`config.mk`:
```
export PLATFORM = sky130hd
export DESIGN_NAME = tc_abuffer_ctrl
export DESIGN_NICKNAME = d
export VERILOG_FILES = /design/src/rtl/tc_abuffer_ctrl.sv
export SDC_FILE = /design/constraint.sdc
export NUM_CORES = 1
export LEC_CHECK = 0
export CORE_UTILIZATION = 40
export DETAILED_ROUTE_END_ITERATION = 6
export GPL_TIMING_DRIVEN = 0
export PLACE_DENSITY = 0.76
export SETUP_SLACK_MARGIN = 0.1
export SLEW_MARGIN = 20
export SYNTH_ARGS = -nofsm -noshare
export SYNTH_HDL_FRONTEND = slang
export SYNTH_SLANG_ARGS = --single-unit
```
`constraint.sdc`:
```
create_clock -name clk -period 2.4 [get_ports clk]
set_input_delay 0.36 -clock clk [delete_from_list [all_inputs] [get_ports clk]]
set_output_delay 0.36 -clock clk [all_outputs]
set_load 0.02 [all_outputs]
```
`src/rtl/tc_abuffer_ctrl.sv`:
```
// tc_abuffer_ctrl: sequencer for the tensor-core A-tile buffer.
// Loads ITER_M*ITER_K A tiles from tile memory into buffer slots, then
// streams slots to the datapath in m (outer), n (middle), k (inner) order.
// Tile data goes straight from memory to the buffer. This block only
// drives the buffer's write enable and slot pointers.
module tc_abuffer_ctrl #(
    parameter int ITER_M = 4,
    parameter int ITER_K = 4,
    parameter int DW_IDX = 4,
    parameter int AW     = 16,
    parameter int NW     = 8
) (
    input  logic              clk,
    input  logic              reset,
    input  logic              start,
    input  logic [AW-1:0]     cfg_base,
    input  logic [NW-1:0]     cfg_iter_n,
    output logic              mem_req,
    output logic [AW-1:0]     mem_addr,
    input  logic              mem_gnt,
    input  logic              mem_rvalid,
    output logic              buf_we,
    output logic [DW_IDX-1:0] buf_ptr_in,
    output logic [DW_IDX-1:0] buf_ptr_out,
    output logic              tile_valid,
    input  logic              tile_ready,
    output logic              tile_k_first,
    output logic              tile_k_last,
    output logic              busy,
    output logic              done
);

    localparam int T  = ITER_M * ITER_K;
    localparam int CW = $clog2(T + 1);
    localparam int MW = (ITER_M > 1) ? $clog2(ITER_M) : 1;
    localparam int KW = (ITER_K > 1) ? $clog2(ITER_K) : 1;

    typedef enum logic [1:0] {S_IDLE, S_LOAD, S_STREAM, S_DONE} state_t;

    state_t            state, state_nxt;
    logic [AW-1:0]     base_q;
    logic [NW-1:0]     iter_n_q;
    logic [CW-1:0]     issue_cnt, ret_cnt;
    logic [MW-1:0]     m_q, m_nxt;
    logic [NW-1:0]     n_q, n_nxt;
    logic [KW-1:0]     k_q, k_nxt;
    logic [DW_IDX-1:0] ptr_out_q, ptr_nxt;

    logic job_start, issue_open, wr, last_wr, hs;
    logic last_k, last_n, last_m, fin;

    assign job_start  = (state == S_IDLE) & start;
    assign issue_open = issue_cnt < CW'(T);
    // A return after all T slots are filled is a protocol error and is dropped.
    assign wr         = (state == S_LOAD) & mem_rvalid & (ret_cnt < CW'(T));
    assign last_wr    = wr & (ret_cnt == CW'(T - 1));
    assign hs         = (state == S_STREAM) & tile_ready;

    assign last_k = (k_q == KW'(ITER_K - 1));
    assign last_n = (n_q == iter_n_q - NW'(1));
    assign last_m = (m_q == MW'(ITER_M - 1));
    assign fin    = hs & last_k & last_n & last_m;

    // Address and write slot are zero whenever they are not being used.
    assign mem_addr     = mem_req ? (base_q + AW'(issue_cnt)) : '0;
    assign buf_ptr_in   = buf_we ? DW_IDX'(ret_cnt) : '0;
    assign buf_ptr_out  = ptr_out_q;
    assign tile_k_first = tile_valid & (k_q == '0);
    assign tile_k_last  = tile_valid & last_k;

    // State register.
    always_ff @(posedge clk or posedge reset) begin
        if (reset) state <= S_IDLE;
        else       state <= state_nxt;
    end

    // Next-state and FSM-owned outputs.
    always_comb begin
        state_nxt  = state;
        mem_req    = 1'b0;
        buf_we     = 1'b0;
        tile_valid = 1'b0;
        busy       = 1'b1;
        done       = 1'b0;
        case (state)
            S_IDLE: begin
                busy = 1'b0;
                if (start) state_nxt = S_LOAD;
            end
            S_LOAD: begin
                mem_req = issue_open;
                buf_we  = wr;
                if (last_wr) state_nxt = (iter_n_q == '0) ? S_DONE : S_STREAM;
            end
            S_STREAM: begin
                tile_valid = 1'b1;
                if (fin) state_nxt = S_DONE;
            end
            S_DONE: begin
                done      = 1'b1;
                state_nxt = S_IDLE;
            end
            default: state_nxt = S_IDLE;
        endcase
    end

    // k/n/m step with carries; the final handshake wraps everything to 0.
    always_comb begin
        k_nxt   = last_k ? '0 : k_q + KW'(1);
        n_nxt   = n_q;
        m_nxt   = m_q;
        if (last_k) n_nxt = last_n ? '0 : n_q + NW'(1);
        if (last_k & last_n) m_nxt = last_m ? '0 : m_q + MW'(1);
        ptr_nxt = DW_IDX'(m_nxt) * DW_IDX'(ITER_K) + DW_IDX'(k_nxt);
    end

    // Job config latch, issue/return counters and stream position.
    always_ff @(posedge clk or posedge reset) begin
        if (reset) begin
            base_q    <= '0;
            iter_n_q  <= '0;
            issue_cnt <= '0;
            ret_cnt   <= '0;
            m_q       <= '0;
            n_q       <= '0;
            k_q       <= '0;
            ptr_out_q <= '0;
        end else begin
            if (job_start) begin
                base_q    <= cfg_base;
                iter_n_q  <= cfg_iter_n;
                issue_cnt <= '0;
                ret_cnt   <= '0;
                m_q       <= '0;
                n_q       <= '0;
                k_q       <= '0;
                ptr_out_q <= '0;
            end
            if (mem_req & mem_gnt) issue_cnt <= issue_cnt + CW'(1);
            if (wr)                ret_cnt   <= ret_cnt + CW'(1);
            // Pointer is registered so A_tile is valid alongside tile_valid.
            if (hs) begin
                k_q       <= k_nxt;
                n_q       <= n_nxt;
                m_q       <= m_nxt;
                ptr_out_q <= ptr_nxt;
            end
        end
    end

endmodule

```
==> out/results.tsv, run 1 <==
metric	value	unit
status	complete, but fails checks	
violated checks	setup timing	
Commonest flop	dfrtp_1	
chip width	90.0	um
leading area contributor after synthesis	dfrtp_1	
most used cell, CP	a21o_1	
Post-Syn Area	3100	sq um
Yosys Chip Area	3100	sq um
CP required	2.04	ns
WP depth	8	
crit start category	flip-flop	
crit-path cells	ha_1 -> a21o_1 -> a21o_1 -> a211oi_4 -> nor3b_1 -> xnor2_1 -> nor2_2 -> buf_4	
Synth Seq Share	38.8	%
Cells after Synth	310	
Power Sequential	1.44	mW
critical path's top delay family	AND-OR/OR-AND gates	
top logic cells by instance count in the layout	dfrtp_1 (46), clkdlybuf4s50_1 (37), mux2_2 (25)	
Yosys top cell by instances	dfrtp_1	
Syn Nets	359	
Post-Syn Area per Cell	9.99	sq um
DRC violations left	0	
CP Class	reg -> out	
ANT nets after route	0	
Worst Slack Setup Final	-0.241	ns
antenna violations before repair	0	
Chip Area	8100	sq um
DPL Wire Length	4.95	mm
CP Data Arrival Time	2.28	ns
Static Leak	1.87	nW
Setup violations, final	12	
distinct lib cells	52	
vias in the first global route	2606	
[run 1: through the flow]
| step | setup TNS [ns] | util, % | instances | setup WS, ns | instance area, sq um |
|---|---|---|---|---|---|
| floorplan | 0 | - | 310 | 0.0833 | 3140 |
| global placement | -11.49 | 52.5 | 469 | -0.551 | 3870 |
| detailed placement | -6.65 | 52.8 | 470 | -0.562 | 3890 |
| CTS | -2.30 | 56.8 | 487 | -0.267 | 4190 |
| global route | -3.62 | 57.5 | 489 | -0.353 | 4240 |
| finish | -2.28 | 57.5 | 489 | -0.241 | 4240 |
[run 1: registers in the layout, indices dropped and copies added, names as in the netlist]
name and flops:
k_q 1, state 2, buf_ptr_out 1, n_q 8, base_q 16, iter_n_q 8, ret_cnt 5, m_q 2
issue_cnt 5
[run 1: final timing paths]
check                      slack [ns]    startpoint      endpoint
setup / recovery                -0.24  issue_cnt[1]  mem_addr[11]
hold / removal                   0.34         reset        n_q[3]
setup reg to reg                 0.16   iter_n_q[0]        m_q[1]
hold reg to reg                  0.50    ret_cnt[4]    ret_cnt[4]
max in group asynchronous        1.55         reset    ret_cnt[4]
min in group clk                 0.50    ret_cnt[4]    ret_cnt[4]
[run 1: per-layer routing]
metal	GRT usage, %	vias up	part of all wire, %
met3	4.65	13	3.7
met1	23.9	1250	46
met4	5.38	0	1.5
met2	31.2	53	49
met5	0	-	0
li1	-	1256	-
[run 1: area by class of cell]
| cell class | instances | area, sq um | share of cell area [%] |
|---|---|---|---|
| plain buffers | 10 | 104 | 2.45 |
| inverters | 11 | 43.8 | 1.03 |
| well taps | 99 | 124 | 2.92 |
| repair buffers | 74 | 702 | 16.6 |
| clock inverters | 1 | 5.00 | 0.118 |
| flip-flops and latches | 48 | 1200 | 28.4 |
| multi-input cells | 240 | 1980 | 46.8 |
| clock buffers | 6 | 72.6 | 1.71 |
Fig. 1: run 1, PDN straps and rails
Bar = 20 um. Pins as bars on the die edge.
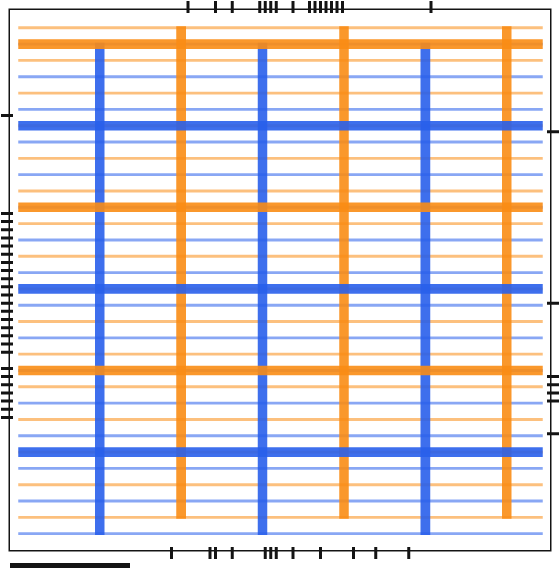
legend:
  orange:
    net: VDD
  blue:
    net: VSS
signal pins: 61
met4 straps: 6
met5 straps: 6
Peak VDD IR: 0.000770 V
core area: 7370 sq um
die height: 90.0 um

Fig. 2: run 1, cells coloured by class
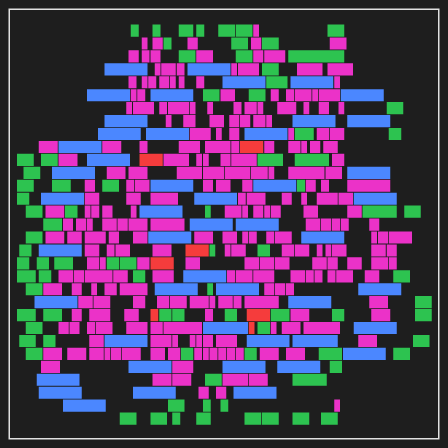
legend:
  magenta:
    class: remaining logic cells
    cells: 251
    share_of_their_area: 49%
  red:
    class: clock drivers and dummy loads
    cells: 7
    share_of_their_area: 1.9%
  blue:
    class: registers
    cells: 48
    share_of_their_area: 29%
  green:
    class: remaining buffers and delay cells
    cells: 84
    share_of_their_area: 20%
number of core rows: 31
sequential cell area share: 28.4%

Fig. 3: run 1, clock wires, drivers and flops
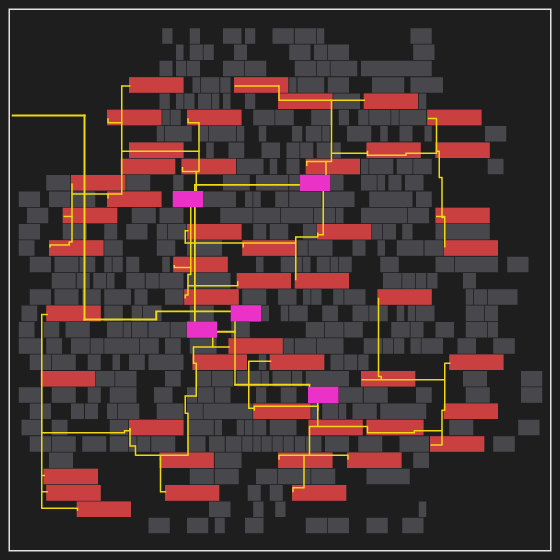
legend:
  yellow:
    item: clock wires
    length: 631 um
  magenta:
    item: clock-net drivers
    count: 5
  red:
    item: flip-flops
    count: 48
flops lie: all over the die
routed clock nets: 6
Worst Clk Skew: 0.00706 ns
clock power share: 10.2%
total clock network power: 0.466 mW
clk_lat worst skew: 0.30 ns

Fig. 4: run 1, metal layers overlaid
Bar = 20 um.
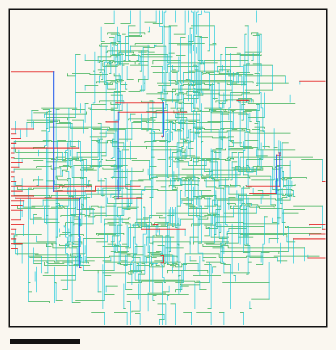
legend:
  green:
    layer: M1
    wire_length: 3,240 um
  blue:
    layer: M4
    wire_length: 108 um
  cyan:
    layer: M2
    wire_length: 3,500 um
  red:
    layer: M3
    wire_length: 264 um
vias post-DR: 2,572
Avg WL per Cell: 14.5 um
total wire length: 7.11 mm
GRT Resource Usage Total: 18.7%

--- run 2 (diff from run 1) ---
- GPL_ROUTABILITY_DRIVEN: unset -> 1
Fig. 5: run 2, congestion heat map
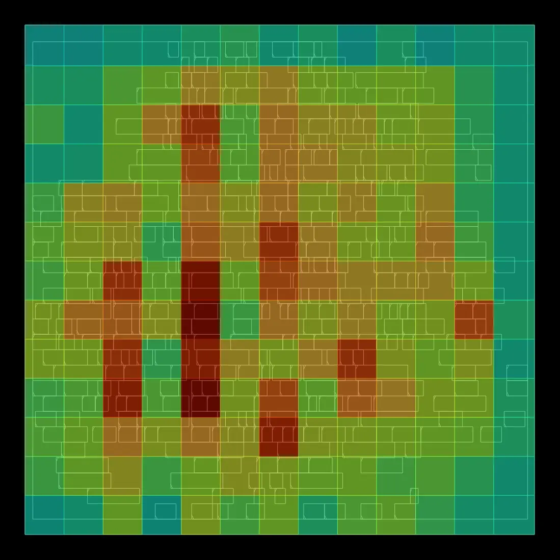
met2 Usage GRT: 31.2%
Layout Utilization: 57.5%
met1 Use GR: 23.9%

==> run 2 against run 1 <==
- register-to-register slack about the same
- clock-buffer cell count unchanged
- die size unchanged
- the flow still finishes with violations (setup timing)
- core utilization unchanged
- highest routed layer unchanged
- clock skew unchanged
- routed wire length unchanged
==> out/results.tsv, run 2 <==
metric	value	unit	change
vias in the first global route	2606		unchanged
Reg with most FFs	base_q		
Post-Syn Area	3100	sq um	unchanged
DPL Wire Length	4.95	mm	unchanged
placed insts	470		unchanged
CP required	2.04	ns	about the same
antenna violations before repair	0		unchanged
GRT Resource Usage Total	18.7	%	unchanged
Cell Count, Final, Fillers Out	489		unchanged
clock power share	10.2	%	about the same
Largest register FFs	16		unchanged
Yosys top cell by instances	dfrtp_1		
Setup violations, final	12		unchanged
die height	90.0	um	unchanged
total wire length	7.11	mm	unchanged
crit-path cells	ha_1 -> a21o_1 -> a21o_1 -> a211oi_4 -> nor3b_1 -> xnor2_1 -> nor2_2 -> buf_4		
violated checks	setup timing		
Synth Seq Share	38.8	%	unchanged
Commonest flop	dfrtp_1		
post-route cell area	4240	sq um	unchanged
Avg WL per Cell	14.5	um	unchanged
CP Class	reg -> out		
core area	7370	sq um	unchanged
Worst Slack Setup Final	-0.241	ns	unchanged
critical path's top delay family	AND-OR/OR-AND gates		
clk_lat worst skew	0.30	ns	about the same
pre-CTS setup slack	-0.562	ns	unchanged
most used cell, CP	a21o_1		
Syn Nets	359		unchanged
biggest regs	base_q x16, iter_n_q x8, n_q x8		
ANT nets after route	0		unchanged
Static Leak	1.87	nW	unchanged
status	complete, but fails checks		
Post-Syn Area per Cell	9.99	sq um	unchanged
Peak VDD IR	0.000770	V	unchanged
DRC violations left	0		unchanged
number of core rows	31		unchanged
WP depth	8		unchanged
CP Data Arrival Time	2.28	ns	about the same
chip width	90.0	um	unchanged
Chip Area	8100	sq um	unchanged
Worst Clk Skew	0.00706	ns	unchanged
Fig. 6: run 2, metal layers overlaid
Bar = 20 um.
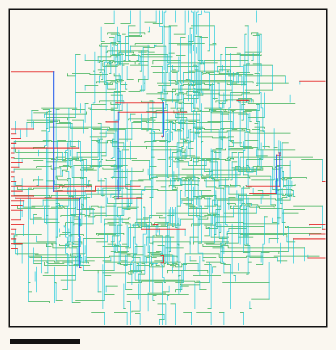
legend:
  blue:
    layer: M4
    wire_length: 108 um
  red:
    layer: M3
    wire_length: 264 um
  green:
    layer: M1
    wire_length: 3,240 um
  cyan:
    layer: M2
    wire_length: 3,500 um

[run 2: timing repair]
action / in CTS / in global routing
setup buffers: 10 / 3
pin swaps: 31 / 20
setup endpoints to repair: 34 / 34
gates resized: 112 / 32
[run 2: cells by family (layout without fill, tap and decap cells)]
family                   count (synthesis)  in the layout  share of synthesized area (%)
AND-OR/OR-AND                           54             54                           12.3
XOR/XNOR                                23             23                           6.50
adder cells (fa/ha/maj)                 19             19                           7.92
buffers and inverters                   22            102                           4.48
flip-flops                              48             48                           38.8
multiplexers                            26             26                           9.45
AND/OR/NAND/NOR                        118            118                           20.6
[run 2: power groups by stage]
stage / clock [mW] / combinational, mW / sequential, mW
floorplan: 0 / 1.66 / 1.39
global placement: 0 / 2.25 / 1.45
detailed placement: 0 / 2.32 / 1.47
CTS: 0.482 / 2.58 / 1.43
global route: 0.516 / 2.89 / 1.49
finish: 0.466 / 2.65 / 1.44
[run 2: final cells by class]
cell class / instances / area, sq um / area share [%]
multi-input combinational: 240 / 1980 / 46.8
sequential: 48 / 1200 / 28.4
timing repair buffer: 74 / 702 / 16.6
tap: 99 / 124 / 2.92
buffer: 10 / 104 / 2.45
clock buffer: 6 / 72.6 / 1.71
inverter: 11 / 43.8 / 1.03
clock inverter: 1 / 5.00 / 0.118
[run 2: worst paths after layout]
check | start | to | slack (ns)
setup / recovery | issue_cnt[1] | mem_addr[11] | -0.24
hold / removal | reset | n_q[3] | 0.34
setup reg to reg | iter_n_q[0] | m_q[1] | 0.16
hold reg to reg | ret_cnt[4] | ret_cnt[4] | 0.50
max in group asynchronous | reset | ret_cnt[4] | 1.55
min in group clk | ret_cnt[4] | ret_cnt[4] | 0.50
[run 2: layer usage]
layer	track usage (%)	part of all wire, %
met1	23.9	46
met3	4.65	3.7
met4	5.38	1.5
met2	31.2	49
met5	0	0
Power and IR drop assume default switching activity.
